[src/rtl/alu_pkg.sv]
// alu_pkg: shared ALU operation codes and carry-chain slicing helper
package alu_pkg;
  typedef enum logic [1:0] {OP_ADD, OP_SUB, OP_ADC, OP_SBC} op_t;
  function automatic int slice_width(input int width, input int stages);
    return width / stages;
  endfunction
endpackage

[src/rtl/add_slice.sv]
// add_slice: combinational SW-bit adder slice with carry-in, carry-out and carry into its MSB
module add_slice #(
  parameter int SW = 8
) (
  input  logic [SW-1:0] a,
  input  logic [SW-1:0] b,
  input  logic          cin,
  output logic [SW-1:0] sum,
  output logic          cout,
  output logic          cmsb
);
  assign {cout, sum} = {1'b0, a} + {1'b0, b} + {{SW{1'b0}}, cin};
  // sum bit = a ^ b ^ carry-in, so the carry into the MSB falls out of the MSB bits
  assign cmsb = a[SW-1] ^ b[SW-1] ^ sum[SW-1];
endmodule

[src/rtl/pipelined_add_sub.sv]
// pipelined_add_sub: valid/ready pipelined add/sub/adc/sbc, carry chain cut into STAGES slices
module pipelined_add_sub
  import alu_pkg::*;
#(
  parameter int WIDTH  = 32,
  parameter int STAGES = 4
) (
  input  logic             clock,
  input  logic             reset,
  input  logic             in_valid,
  output logic             in_ready,
  input  logic [1:0]       op,
  input  logic [WIDTH-1:0] data_in_0,
  input  logic [WIDTH-1:0] data_in_1,
  input  logic             carry_in,
  output logic             out_valid,
  input  logic             out_ready,
  output logic [WIDTH-1:0] data_out,
  output logic             carry_out,
  output logic             overflow,
  output logic             zero
);
  localparam int SW = slice_width(WIDTH, STAGES);
  localparam int L  = STAGES - 1;
  if (STAGES < 1 || STAGES > WIDTH || WIDTH % STAGES != 0) begin : g_bad_cfg
    $error("pipelined_add_sub: WIDTH must be a multiple of STAGES");
  end
  op_t op_e;
  logic en, cin_eff;
  logic [WIDTH-1:0] b_eff;
  logic [STAGES-1:0][WIDTH-1:0] a_c, b_c, s_c;
  logic [STAGES-1:0] c_c, v_c, o_c;
  assign op_e     = op_t'(op);
  assign en       = !out_valid || out_ready;
  assign in_ready = en;
  assign b_eff    = (op_e == OP_SUB || op_e == OP_SBC) ? ~data_in_1 : data_in_1;
  assign cin_eff  = op_e == OP_ADD ? 1'b0 : op_e == OP_SUB ? 1'b1 : carry_in;
  for (genvar k = 0; k < STAGES; k++) begin : g_st
    logic [WIDTH-1:0] a_i, b_i, s_i, s_o;
    logic c_i, v_i, o_i, co, cm;
    logic [SW-1:0] sl;
    if (k == 0) begin : g_src
      assign a_i = data_in_0;
      assign b_i = b_eff;
      assign s_i = '0;
      assign c_i = cin_eff;
      assign v_i = in_valid;
      assign o_i = 1'b0;
    end else begin : g_src
      // skew registers: pending upper operand slices ride along with finished lower sum slices
      logic [WIDTH-1:0] a_q, b_q, s_q;
      logic c_q, v_q, o_q;
      always_ff @(posedge clock or posedge reset) begin
        if (reset) begin
          {a_q, b_q, s_q, c_q, v_q, o_q} <= '0;
        end else if (en) begin
          v_q <= v_c[k-1];
          if (v_c[k-1]) begin
            a_q <= a_c[k-1];
            b_q <= b_c[k-1];
            s_q <= s_c[k-1];
            c_q <= c_c[k-1];
            o_q <= o_c[k-1];
          end
        end
      end
      assign a_i = a_q;
      assign b_i = b_q;
      assign s_i = s_q;
      assign c_i = c_q;
      assign v_i = v_q;
      assign o_i = o_q;
    end
    add_slice #(.SW(SW)) u_slice (
      .a   (SW'(a_i >> (k * SW))),
      .b   (SW'(b_i >> (k * SW))),
      .cin (c_i),
      .sum (sl),
      .cout(co),
      .cmsb(cm)
    );
    always_comb begin
      s_o = s_i;
      s_o[k*SW +: SW] = sl;
    end
    assign a_c[k] = a_i;
    assign b_c[k] = b_i;
    assign s_c[k] = s_o;
    assign c_c[k] = co;
    assign v_c[k] = v_i;
    assign o_c[k] = (k == L) ? (cm ^ co) : o_i;
  end
  // result fields only load on a valid op so bubbles never disturb the visible outputs
  always_ff @(posedge clock or posedge reset) begin
    if (reset) begin
      {out_valid, data_out, carry_out, overflow, zero} <= '0;
    end else if (en) begin
      out_valid <= v_c[L];
      if (v_c[L]) begin
        data_out  <= s_c[L];
        carry_out <= c_c[L];
        overflow  <= o_c[L];
        zero      <= s_c[L] == '0;
      end
    end
  end
endmodule

[config.mk]
export PLATFORM = sky130hd
export DESIGN_NAME = pipelined_add_sub
export DESIGN_NICKNAME = d
export VERILOG_FILES = /design/src/rtl/alu_pkg.sv /design/src/rtl/add_slice.sv /design/src/rtl/pipelined_add_sub.sv
export SDC_FILE = /design/constraint.sdc
export NUM_CORES = 1
export LEC_CHECK = 0
export CORE_MARGIN = 1.5
export CORE_UTILIZATION = 50
export DETAILED_ROUTE_END_ITERATION = 6
export PLACE_DENSITY = 0.73
export SLEW_MARGIN = 0
export SYNTH_ARGS = -nofsm -noshare
export SYNTH_HDL_FRONTEND = slang
export SYNTH_SLANG_ARGS = --single-unit
[constraint.sdc]
create_clock -name clock -period 8.5 [get_ports clock]
set_input_delay 2.125 -clock clock [delete_from_list [all_inputs] [get_ports clock]]
set_output_delay 2.125 -clock clock [all_outputs]
set_load 0.05 [all_outputs]
Signal wires on met4:
(3 px per micron) Supply wires on this layer in gray.
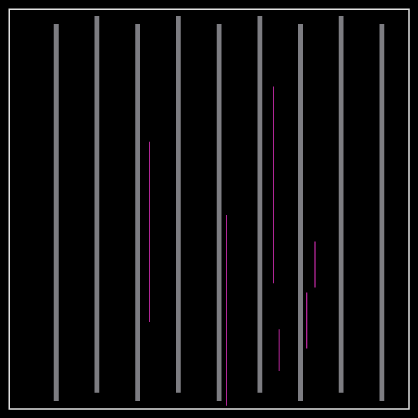
- main direction: vertical
- wire length on this layer: 235 microns
- share of all routed wire: 1.5%
- nets with wire on the layer: 4
Via Count: 5,261
post-detailed-routing wire length: 16,100 microns

Clock network drawn from the DEF:
(3 px per micron)
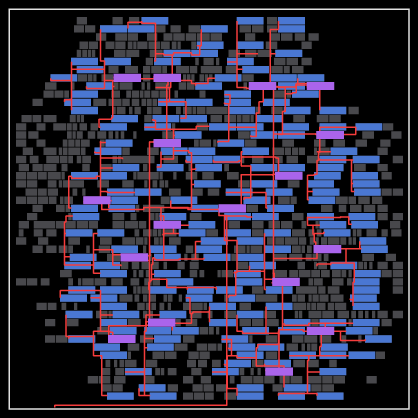
- flip-flops: blue (count 186)
- clock wires: red (length 1,950 microns)
- cells driving clock nets: purple (count 17)
- routed clock nets: 18
clock latency on the worst-skew pair: 0.43 ns
Power Clock: 0.761 mW
clock group share of total power: 18.5%
post-route clock skew: 0.00577 ns

Congestion heat map:
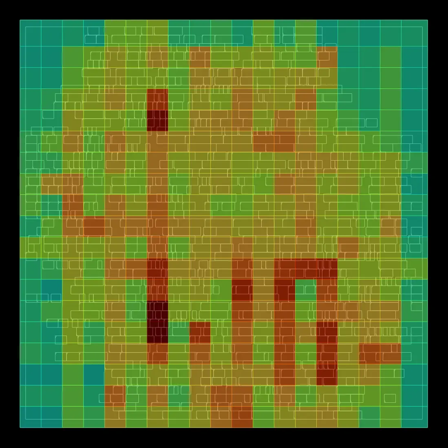
final core utilization: 62.1%
all-layer global routing usage: 19.8%

I/O nets highlighted:
(2 px per micron)
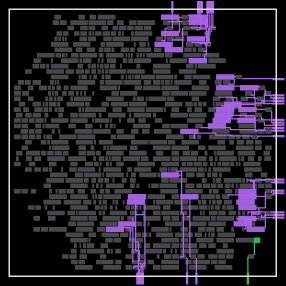
- `reset`: green (bits 1; direction input; end cells 1; wire 16.5 microns)
- `data_out`: purple (bits 32; direction output; end cells 32; wire 903 microns)
number of I/O pins: 108
number of port buffers: 107

Cell density map:
(3 px per micron) 13 x 13 tiles, from dark blue (low) to red (high), 0 to 100% covered.
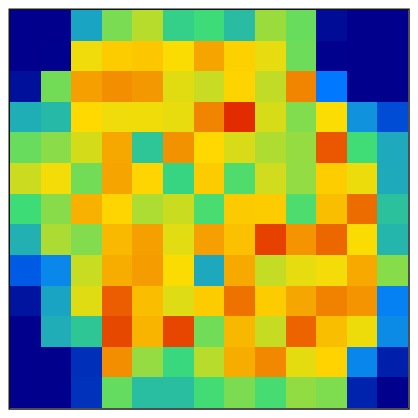
- mean over tiles: 57%
- emptiest ninth of the die: north-east
- tiles over 75% full: 33%
- fullest tile: 95%
- nearly empty tiles: 10%
core area: 16,500 sq um
fp util: 51.0%

==> changes_impl.md <==
### Physical design

* Largest driver fanout on the critical path at 10
* Total power per unit cell area at roughly 400 nW/um^2
* Layout area overhead at 21.8%
* Clock Path Buffers at 2
* Critical path endpoint category: output pin
* Cell type of the slowest stage on the worst timing path: clkdlybuf4s50_1
* Critical Path Most Common Cell: clkdlybuf4s50_1
* Top logic family: multiplexers
* Met2 WL at 7710 microns
* Met1 usage at a little over a quarter
* Most common logic cell in the routed design: dfrtp_1
* Estimated wirelength of the detail-placed design at around 12,000 microns
* Hold violation count in the final report at 0
* Ordered list of cells on the worst path: clkdlybuf4s50_1 > nand2b_1 > clkdlybuf4s50_1
* Arrival time at the worst endpoint at 3.80 ns
* Logic depth of the worst path, buffers included at 3
* Detailed-routing iteration count for the pre-antenna-repair pass at 4
* Result of the run: finished clean
* Synthesized area at approximately 8400 sq um
* Largest net degree at the start of global routing at between 80 and 90
* Part of the cycle the worst path needs at 69.7%
* Fmax at 169 MHz
* Seq group at 1.53 mW
* Internal power at ~2.6 mW
* Final critical delay including setup and external delays at 5.92 ns
* Count of flip-flops with a built-in enable after synthesis at 0
* Number of hold buffers added after CTS at 0
* Clock transition at the register clock pins on the worst setup and hold paths after CTS at 0.06 ns
* Average wire per standard cell at 16.1 microns
* End point of the critical path: in_ready
* Total design power at 4.12 mW
* Ratio of routed vias to standard cells at 5.23
* ANT nets after route at 0
* Met3 Routed Length at 578 microns
* Min-Delay Startpoint: g_st[1].b_i[20]
* Highest metal layer used by the detailed router: met4
* Root cell of the clock tree: clkbuf_16
* Data required, critical path at 6.38 ns
* Post-CTS Setup Repair Bufs at 0
* Width of the chip at 133 microns
* Unrepaired setup endpoints after global routing: false
* Source of the critical timing path: out_ready
* Share of cell area taken by muxes after synthesis at 17.1%
* Worst-case hold path end point: g_st[1].b_i[20]
metrics by stage:
step / setup WS, ns / util, % / hold WS (ns) / cells / area [sq um]
6_report: 2.58 / 62.1 / 0.479 / 1005 / 10300
5_1_grt: 2.52 / 62.1 / 0.505 / 1005 / 10300
4_1_cts: 2.59 / 62.1 / 0.484 / 1005 / 10300
3_5_place_dp: 2.59 / 58.6 / 0.471 / 973 / 9680
3_3_place_gp: 2.61 / 58.6 / 0.454 / 973 / 9680
2_1_floorplan: 1.32 / - / 0.436 / 670 / 8420
worst register-to-register path, cell delays in order, from the launching register on:
cell and delay, ns:
dfrtp_1 0.37, fa_1 0.22, inv_1 0.07, fa_1 0.54
nor4b_1 0.39, nand4_1 0.15, nor4_1 0.49, nand4_1 0.18
nor3b_2 0.18, a32o_2 0.18
cell usage after synthesis (2+ instances only):
master,instances,area [sq um]
dfrtp_1,186,4650
mux2_2,128,1440
nand2_1,60,225
o21ai_0,56,280
xnor2_1,32,280
ha_1,28,350
inv_1,23,86.3
buf_2,20,100
xor2_1,16,140
nor2_1,15,56.3
a21oi_1,12,60.1
o21a_1,10,75.1
clkbuf_1,9,33.8
nor3_1,9,45.0
fa_1,8,160
a21o_1,6,45.0
nor2b_1,6,37.5
o31ai_1,6,45.0
a211oi_1,5,37.5
nand2b_1,4,25.0
nor4_1,4,25.0
o21bai_1,3,22.5
a21boi_0,2,15.0
nand4_1,2,12.5
nor3b_1,2,15.0
nor4b_1,2,17.5
o21ai_1,2,10.0
o31a_1,2,17.5
or4_1,2,15.0
final cells by class:
type,count,area [sq um]
clock buffers,26,519
clock inverters,6,60.1
fillers,1255,6270
inverters,23,91.3
multi-input cells,432,3550
flip-flops and latches,186,4650
well taps,220,275
repair buffers,112,1100
Power figures rest on the tool's default switching activity, not on a simulated workload.
